File: config.mk
export PLATFORM = sky130hd
export DESIGN_NAME = enc_pwm_mixer_flat
export DESIGN_NICKNAME = d
export VERILOG_FILES = /design/src/rtl/enc_pwm_mixer_pkg.sv /design/src/rtl/enc_pwm_mixer_if.sv /design/src/rtl/enc_pwm_mixer_enc_channel.sv /design/src/rtl/enc_pwm_mixer.sv /design/src/flat_wrapper.sv
export SDC_FILE = /design/constraint.sdc
export NUM_CORES = 1
export LEC_CHECK = 0
export CAP_MARGIN = 30
export CORE_MARGIN = 3
export CORE_UTILIZATION = 57
export DETAILED_ROUTE_END_ITERATION = 10
export PLACE_DENSITY_LB_ADDON = 0.15
export SYNTH_ARGS = -nofsm -noshare
export SYNTH_HDL_FRONTEND = slang
export SYNTH_SLANG_ARGS = --single-unit
File: constraint.sdc
create_clock -name clk -period 2.5 [get_ports clk]
set_input_delay 0.625 -clock clk [delete_from_list [all_inputs] [get_ports clk]]
set_output_delay 0.625 -clock clk [all_outputs]
set_load 0.03 [all_outputs]
File: src/rtl/enc_pwm_mixer_pkg.sv
// ---------------------------------------------------------------------------
// enc_pwm_mixer_pkg
// Shared constants for the encoder/PWM mixer.
//   SAT_WRAP / SAT_CLAMP : values for the SATURATE parameter
//   ch_idx_w()           : width of a channel index for a given channel count
// ---------------------------------------------------------------------------
package enc_pwm_mixer_pkg;

   localparam int SAT_WRAP  = 0;
   localparam int SAT_CLAMP = 1;

   // A single channel still needs a 1-bit index port.
   function automatic int ch_idx_w(input int num_ch);
      return (num_ch > 1) ? $clog2(num_ch) : 1;
   endfunction

endpackage

File: src/rtl/enc_pwm_mixer_if.sv
// ---------------------------------------------------------------------------
// enc_pwm_mixer_if
// Pin bundle of the mixer as seen from the Caravel wrapper.
//   enc_a, enc_b : per-channel quadrature inputs (asynchronous)
//   load_en      : one-cycle strobe writing load_val into channel load_ch
//   load_ch      : channel index for the load
//   load_val     : value to load
//   level        : packed channel levels, channel i at [i*WIDTH +: WIDTH]
//   pwm_out      : registered PWM output per channel
// master = environment driving the mixer, slave = the mixer itself.
// ---------------------------------------------------------------------------
interface enc_pwm_mixer_if #(
   parameter int NUM_CH = 3,
   parameter int WIDTH  = 8
) ();
   import enc_pwm_mixer_pkg::*;

   localparam int IDX_W = ch_idx_w(NUM_CH);

   logic [NUM_CH-1:0]        enc_a;
   logic [NUM_CH-1:0]        enc_b;
   logic                     load_en;
   logic [IDX_W-1:0]         load_ch;
   logic [WIDTH-1:0]         load_val;
   logic [NUM_CH*WIDTH-1:0]  level;
   logic [NUM_CH-1:0]        pwm_out;

   modport master (
      output enc_a, enc_b, load_en, load_ch, load_val,
      input  level, pwm_out
   );

   modport slave (
      input  enc_a, enc_b, load_en, load_ch, load_val,
      output level, pwm_out
   );

endinterface

File: src/rtl/enc_pwm_mixer_enc_channel.sv
// ---------------------------------------------------------------------------
// enc_channel
// One mixer channel: 2-flop synchroniser and debouncer on each encoder
// phase, x1 decode on rising edges of debounced A, and the level counter
// with direct load and saturate/wrap arithmetic.
//   clk, resetb : clock, asynchronous active-low reset
//   a, b        : raw encoder phases (asynchronous)
//   load        : write load_val into the level this cycle (wins over a step)
//   load_val    : value to load
//   level       : current level
// ---------------------------------------------------------------------------
module enc_channel
   import enc_pwm_mixer_pkg::*;
#(
   parameter int WIDTH     = 8,
   parameter int DB_CYCLES = 4,
   parameter int SATURATE  = SAT_CLAMP
) (
   input  logic             clk,
   input  logic             resetb,
   input  logic             a,
   input  logic             b,
   input  logic             load,
   input  logic [WIDTH-1:0] load_val,
   output logic [WIDTH-1:0] level
);

   // Debounce counter only has to reach DB_CYCLES-1; the next differing
   // sample is the one that commits the new stable value.
   localparam int             CW      = (DB_CYCLES > 1) ? $clog2(DB_CYCLES) : 1;
   localparam logic [CW-1:0]  DB_LAST = CW'(DB_CYCLES - 1);

   // Index 0 = phase A, index 1 = phase B.
   logic [1:0]         sync1_q, sync2_q;
   logic [1:0][CW-1:0] db_cnt_q, db_cnt_d;
   logic [1:0]         stable_q, stable_d;
   logic               a_prev_q;
   logic [WIDTH-1:0]   level_q, level_d;
   logic               a_rise;

   // NOTE: sequential state uses non-blocking assignments so every flop
   // samples the pre-edge value; blocking here would collapse the
   // two synchroniser stages into one.
   always_ff @(posedge clk or negedge resetb) begin
      if (!resetb) begin
         sync1_q  <= '0;
         sync2_q  <= '0;
         db_cnt_q <= '0;
         stable_q <= '0;
         a_prev_q <= 1'b0;
         level_q  <= '0;
      end else begin
         sync1_q  <= {b, a};
         sync2_q  <= sync1_q;
         db_cnt_q <= db_cnt_d;
         stable_q <= stable_d;
         a_prev_q <= stable_q[0];
         level_q  <= level_d;
      end
   end

   // Debounce: a change is accepted after DB_CYCLES consecutive differing
   // samples; any agreeing sample restarts the count.
   always_comb begin
      // NOTE: defaults first so every path assigns every output; otherwise
      // the missing branches would infer latches.
      db_cnt_d = db_cnt_q;
      stable_d = stable_q;
      for (int i = 0; i < 2; i++) begin
         if (sync2_q[i] != stable_q[i]) begin
            if (db_cnt_q[i] == DB_LAST) begin
               stable_d[i] = sync2_q[i];
               db_cnt_d[i] = '0;
            end else begin
               db_cnt_d[i] = db_cnt_q[i] + 1'b1;
            end
         end else begin
            db_cnt_d[i] = '0;
         end
      end
   end

   assign a_rise = stable_q[0] & ~a_prev_q;

   // Level update: load beats a step; B low counts up, B high counts down.
   always_comb begin
      level_d = level_q;
      if (load) begin
         level_d = load_val;
      end else if (a_rise) begin
         if (!stable_q[1]) begin
            if (!(SATURATE == SAT_CLAMP && level_q == '1)) level_d = level_q + 1'b1;
         end else begin
            if (!(SATURATE == SAT_CLAMP && level_q == '0)) level_d = level_q - 1'b1;
         end
      end
   end

   assign level = level_q;

endmodule

File: src/rtl/enc_pwm_mixer.sv
// ---------------------------------------------------------------------------
// enc_pwm_mixer
// NUM_CH encoder-driven level counters, each driving a PWM output compared
// against one shared free-running counter.
//   clk    : system clock
//   resetb : asynchronous active-low reset
//   bus    : mixer pins (encoders, LA load port, levels, PWM outputs)
// ---------------------------------------------------------------------------
module enc_pwm_mixer
   import enc_pwm_mixer_pkg::*;
#(
   parameter int NUM_CH    = 3,
   parameter int WIDTH     = 8,
   parameter int DB_CYCLES = 4,
   parameter int SATURATE  = SAT_CLAMP
) (
   input  logic           clk,
   input  logic           resetb,
   enc_pwm_mixer_if.slave bus
);

   localparam int IDX_W = ch_idx_w(NUM_CH);

   logic [NUM_CH-1:0][WIDTH-1:0] level_w;
   logic [NUM_CH-1:0]            load_hit;
   logic [WIDTH-1:0]             pwm_cnt_q, pwm_cnt_d;
   logic [NUM_CH-1:0]            pwm_q, pwm_d;

   // An out-of-range load_ch matches no channel, so the load is dropped.
   always_comb begin
      load_hit = '0;
      for (int i = 0; i < NUM_CH; i++) begin
         load_hit[i] = bus.load_en && (bus.load_ch == IDX_W'(i));
      end
   end

   for (genvar i = 0; i < NUM_CH; i++) begin : g_ch
      enc_channel #(
         .WIDTH     (WIDTH),
         .DB_CYCLES (DB_CYCLES),
         .SATURATE  (SATURATE)
      ) u_ch (
         .clk      (clk),
         .resetb   (resetb),
         .a        (bus.enc_a[i]),
         .b        (bus.enc_b[i]),
         .load     (load_hit[i]),
         .load_val (bus.load_val),
         .level    (level_w[i])
      );
   end

   // Level L is high for counter values 0..L-1, i.e. L cycles per period.
   always_comb begin
      pwm_cnt_d = pwm_cnt_q + 1'b1;
      pwm_d     = '0;
      for (int i = 0; i < NUM_CH; i++) begin
         pwm_d[i] = (pwm_cnt_q < level_w[i]);
      end
   end

   always_ff @(posedge clk or negedge resetb) begin
      if (!resetb) begin
         pwm_cnt_q <= '0;
         pwm_q     <= '0;
      end else begin
         pwm_cnt_q <= pwm_cnt_d;
         pwm_q     <= pwm_d;
      end
   end

   assign bus.level   = level_w;
   assign bus.pwm_out = pwm_q;

endmodule

File: src/flat_wrapper.sv
// flat-port wrapper written by rule: the top's interface ports become plain ports
module enc_pwm_mixer_flat import enc_pwm_mixer_pkg::*;
#(
   parameter int NUM_CH    = 3,
   parameter int WIDTH     = 8,
   parameter int DB_CYCLES = 4,
   parameter int SATURATE  = SAT_CLAMP
)
  (clk, resetb, bus_enc_a, bus_enc_b, bus_load_en, bus_load_ch, bus_load_val, bus_level, bus_pwm_out);
  enc_pwm_mixer_if #(.NUM_CH(NUM_CH), .WIDTH(WIDTH)) bus_i ();
  input  logic clk;
  input  logic resetb;
  input wire logic [$bits(bus_i.enc_a)-1:0] bus_enc_a;
  input wire logic [$bits(bus_i.enc_b)-1:0] bus_enc_b;
  input wire logic [$bits(bus_i.load_en)-1:0] bus_load_en;
  input wire logic [$bits(bus_i.load_ch)-1:0] bus_load_ch;
  input wire logic [$bits(bus_i.load_val)-1:0] bus_load_val;
  output wire logic [$bits(bus_i.level)-1:0] bus_level;
  output wire logic [$bits(bus_i.pwm_out)-1:0] bus_pwm_out;
  assign bus_i.enc_a = bus_enc_a;
  assign bus_i.enc_b = bus_enc_b;
  assign bus_i.load_en = bus_load_en;
  assign bus_i.load_ch = bus_load_ch;
  assign bus_i.load_val = bus_load_val;
  assign bus_level = bus_i.level;
  assign bus_pwm_out = bus_i.pwm_out;
  enc_pwm_mixer #(.NUM_CH(NUM_CH), .WIDTH(WIDTH), .DB_CYCLES(DB_CYCLES), .SATURATE(SATURATE)) u_core (.clk(clk), .resetb(resetb), .bus(bus_i));
endmodule
Fig. 1: wiring by layer
Drawn at 4 px/micron. Only two layers are drawn.
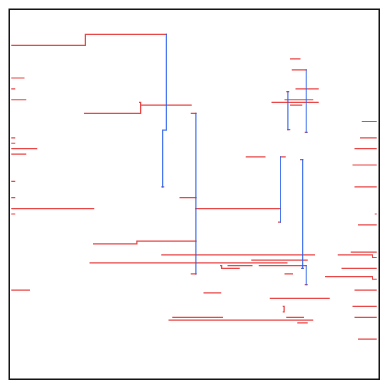
legend:
  blue:
    layer: M4
    wire_length: 153 microns
  red:
    layer: M3
    wire_length: 498 microns
final wirelength: 9.374 mm
aggregate global-route resource usage: 0.2367
via count: 3340
routed len/inst: 16.19 microns

Fig. 2: port wiring
Drawn at 4 px/micron.
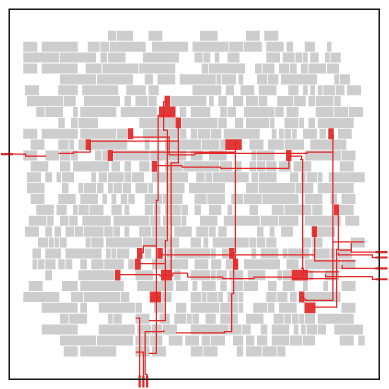
legend:
  red:
    port: `bus_load_val`
    bits: 8
    direction: input
    edge: 4 east, 3 south, 1 west
    end_cells: 24
    wire: 744 microns
number of top-level design ports: 46
tally of buffers added on design ports: 45

==> results.txt <==
Here are the numbers from the latest Yosys + OpenROAD run.

In the final layout, the multi-input gates occupy 0.002377 sq mm. The initial core utilization is 0.6057. Counting flops and latches in the post-synthesis netlist gives 68. Data on the critical path is required at its endpoint by 2.73 ns. The worst hold path belongs to the class input port to async pin. TritonCTS created 9 clock buffers. The routed via count divided by cell count is 5.769. A synthesized cell averages 9.998 sq um. The number of cells on the critical path is 6.

The final weighted congestion recorded by global placement is 0.8939. In the synthesis report, Yosys lists the chip area as 0.004229 sq mm. The horizontal die dimension reported for this design is 92.14 microns.

The relative contribution of the clock network to total power is 0.133. The setup violation total in the final timing report is 0. Per the summary, power density relative to cell area is 1405 mW/mm^2. The longest individual stage delay on the worst path is 0.50 ns. The final max-slew violation count recorded for this run is 0.

The non-clock inverters instantiated in the layout total 31. The cell accounting for the most synthesized area is sky130_fd_sc_hd__dfrtp_1. The clock slew seen by the registers of the worst setup and hold paths came out at 0.08 ns. After synthesis, the most frequently instantiated cells are 68 x sky130_fd_sc_hd__dfrtp_1, 46 x sky130_fd_sc_hd__ha_1, 31 x sky130_fd_sc_hd__inv_1, 31 x sky130_fd_sc_hd__nand2_1, 27 x sky130_fd_sc_hd__a21oi_1. The run finished with clean final reports.

The total clock sinks is 68. Per the CTS log, the root buffer master is sky130_fd_sc_hd__clkbuf_8. The total global routing overflow is 0. The core area is 0.006982 sq mm. In the synthesized netlist, the number of instances is 423.

Looking at the setup timing report, the critical path kind is flip-flop to flip-flop. Dividing the final minimum period by the clock period gives 0.8825. The die covers 0.008489 sq mm. The layout buffer count excluding clock buffers is 50. Endpoints failing hold in the final report were tallied at 0. The relative area of non-clock buffer cells in the final design is 0.09870. Setup slack on the worst reg-to-reg path comes out at 0.29 ns. The post-route standard cell area excluding fillers is 0.005020 sq mm. The share of synthesized area in the top cell type comes to 0.4024.

By instance count after routing, the leading logic cell type is sky130_fd_sc_hd__dfrtp_1. The number of buffers and inverters on the critical path came out at 0. The post-synth net total is 491.

The sequential cell area came out at 0.001703 sq mm. The share of the yosys chip area belonging to registers is 0.4024. The proportion of cell area occupied by multi-input gates is 0.4736. The DRC violation count after routing is 0.

The worst voltage drop across the vdd grid is 0.8106 mV. Entering global routing, the biggest net connects 69 pins. Setup repair after global routing left no endpoint under its margin. The time the worst path needs with I/O delays and setup is 2.206 ns. The report counts max-capacitance violations totalling 0. The capture point of the critical path was reported as u_core.g_ch[2].u_ch.level[7]. The flip-flop count of the largest register, all copies and words added came out at 24. Switching power as a fraction of the total was reported as 0.4542. The type of element capturing the critical path is a flip-flop.

The tool warning count came out at 26. The biggest slice of the area belongs to multi-input combinational cells. The height of the die came out at 92.14 microns.

The placement stage leaves a total instance area of 0.004811 sq mm. The clock insertion delay at the later pin of the skew report is 0.34 ns. The number of antenna violations at the first check in global routing came out at 0. The worst register-to-register path begins at u_core.g_ch[2].u_ch.stable_q[1].

The post-synthesis to final-layout area growth is 18.70%. The global-route wire length before repair is 15.85 mm. The combinational share of power is 0.589. The sum of negative setup slack is 0 ns.

Per the final report, the share of cell area in clock cells is 0.04138. In the final run the clock tree shows a worst skew of 0.008040 ns. The tightest hold margin came out at 0.2892 ns. Looking at the post-CTS report, the setup buffer insertion count equals 0. The launch point of the worst path is u_core.g_ch[2].u_ch.stable_q[1]. In the placement report, post-DP HPWL is listed as 6.914 mm.

The detailed-routing iteration count for the pre-antenna-repair pass is 4. The worst setup path is launched from a flip-flop. The number of enable-type register cells in the synthesized netlist is 0. The share of post-route cells with drive strength above 1 is 0.08282. The length in cells of the worst reg-to-reg path is 6. CTS reports a maximum clock tree buffer depth of 2. In the layout the commonest cells are 67 x sky130_fd_sc_hd__dfrtp_1, 46 x sky130_fd_sc_hd__ha_1, 44 x sky130_fd_sc_hd__clkdlybuf4s50_1. The number of clock buffers in the layout came out at 10.

TritonCTS built the clock tree. The achievable frequency is 453.2 MHz. The number of global-route vias before repair came out at 3272.

The count of different cell masters after synthesis is 53. The remaining antenna violation count after routing came out at 0. The internal power is 3.849 mW. Listed in order, past its start point the critical path passes ha_1, a211oi_1, o21ai_0, o31ai_1, a21oi_1, o221a_2. The leakage power came out at 2.294 nW. The yosys synthesis warning count is 0. The transition time at the pin with the least slew margin came out at 0.5825 ns. The multi-input combinational cell count is 318. The worst path arrival time came out at 2.44 ns.

Looking at the cell usage after synthesis, the top flip-flop cell is sky130_fd_sc_hd__dfrtp_1. Looking at the gate-level netlist, the highest instance count belongs to sky130_fd_sc_hd__dfrtp_1. The biggest fanout along the worst timing path came out at 13. The netlist area before placement came out at 0.004229 sq mm. The sequential group share of total power came out at 0.278. The library cell contributing the largest single delay on the critical path is sky130_fd_sc_hd__dfrtp_2. The net switching power of the design came out at 3.203 mW. The layout net count came out at 546. The cell total in the yosys stat output came out at 423. 0 antenna diodes ended up in the layout. The number of H-tree levels came out at 3. The starting DRC count in detailed routing is 229. The flip-flop and latch count came out at 68.

The headroom to the max-slew limit came out at 0.6116. The main area contributors are sky130_fd_sc_hd__dfrtp_1 40%, sky130_fd_sc_hd__ha_1 14%, sky130_fd_sc_hd__a21oi_1 3.2%. The capturing point of the worst reg2reg path is u_core.g_ch[2].u_ch.level[7]. Broken down by cell family, the worst path's largest delay share belongs to AND-OR/OR-AND gates. The total of hold buffers inserted after clock tree synthesis is 0.

The initialized floorplan defines 30 standard-cell rows. Counting flops with an async set or reset pin after synthesis yields a share of 1.000. The count of cells resized by post-cts repair came out at 0.
Fig. 3: where the registers sit
Drawn at 6 px/micron. Other sequential cells in the stronger gray, the rest of the logic in the fainter gray.
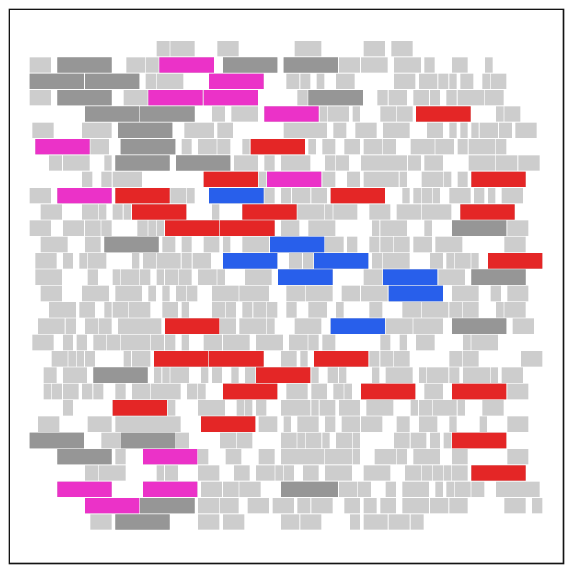
legend:
  red:
    name_in_the_netlist: `u_core.g_ch.u_ch.level`
    flops: 24
  magenta:
    name_in_the_netlist: `u_core.g_ch.u_ch.db_cnt_q`
    flops: 12
  blue:
    name_in_the_netlist: `u_core.pwm_cnt_q`
    flops: 8
    where: center
not colored: 24

Fig. 4: cell placement
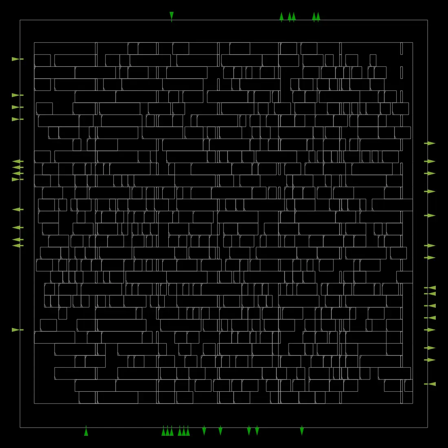
register fraction of the total cell area: 0.3392
tally of non-filler cells in the final layout: 579
count of filler cells inserted in the layout: 565
core occupancy in the finished layout: 0.7190
well-tap cell count: 96

[power by group through the flow]
stage	registers (mW)	logic (mW)	clock network, mW
floorplan	2.27	2.62	0
global placement	1.95	3.97	0
detailed placement	1.97	4.10	0
CTS	1.96	4.15	0.963
global route	2.03	4.62	1.01
finish	1.96	4.16	0.935
[how the worst min path moves through the flow]
stage                                   startpoint                         endpoint  cells after the start
finish                                      resetb     u_core.g_ch[2].u_ch.level[6]                      2
global route                                resetb     u_core.g_ch[2].u_ch.level[6]                      2
CTS                                         resetb  u_core.g_ch[2].u_ch.stable_q[1]                      2
detailed placement  u_core.g_ch[1].u_ch.sync1_q[0]   u_core.g_ch[1].u_ch.sync2_q[0]                      0
global placement    u_core.g_ch[0].u_ch.sync1_q[1]   u_core.g_ch[0].u_ch.sync2_q[1]                      0
floorplan                                   resetb            u_core.bus.pwm_out[0]                      0
[logic make-up (layout without fill, tap and decap cells)]
logic type / after synthesis / count (layout) / share of synthesized area
AOI/OAI and AO/OA: 109 / 109 / 0.1666
xor gates and xnor gates: 23 / 23 / 0.04763
adders and majority gates: 49 / 49 / 0.1503
buffers and inverters: 37 / 97 / 0.03550
DFF: 68 / 68 / 0.4024
muxes: 16 / 16 / 0.03964
and+or+nand+nor: 121 / 121 / 0.1580
[stage by stage]
stage / std cells / power (mW) / worst slack [ns]
3_5_place_dp: 563 / 6.073 / 0.2729
6_report: 579 / 7.052 / 0.2937
4_1_cts: 579 / 7.065 / 0.2477
2_1_floorplan: 423 / 4.893 / 0.3473
3_3_place_gp: 563 / 5.923 / 0.3617
5_1_grt: 579 / 7.663 / 0.1120
[per-layer routing]
metal,GRT usage,vias up,wire (microns)
met3,0.04348,18,498
li1,-,1645,-
met2,0.3765,90,4423
met5,0,-,0
met1,0.3270,1587,4300
met4,0.07797,0,152
Power figures rest on the tool's default switching activity, not on a simulated workload.
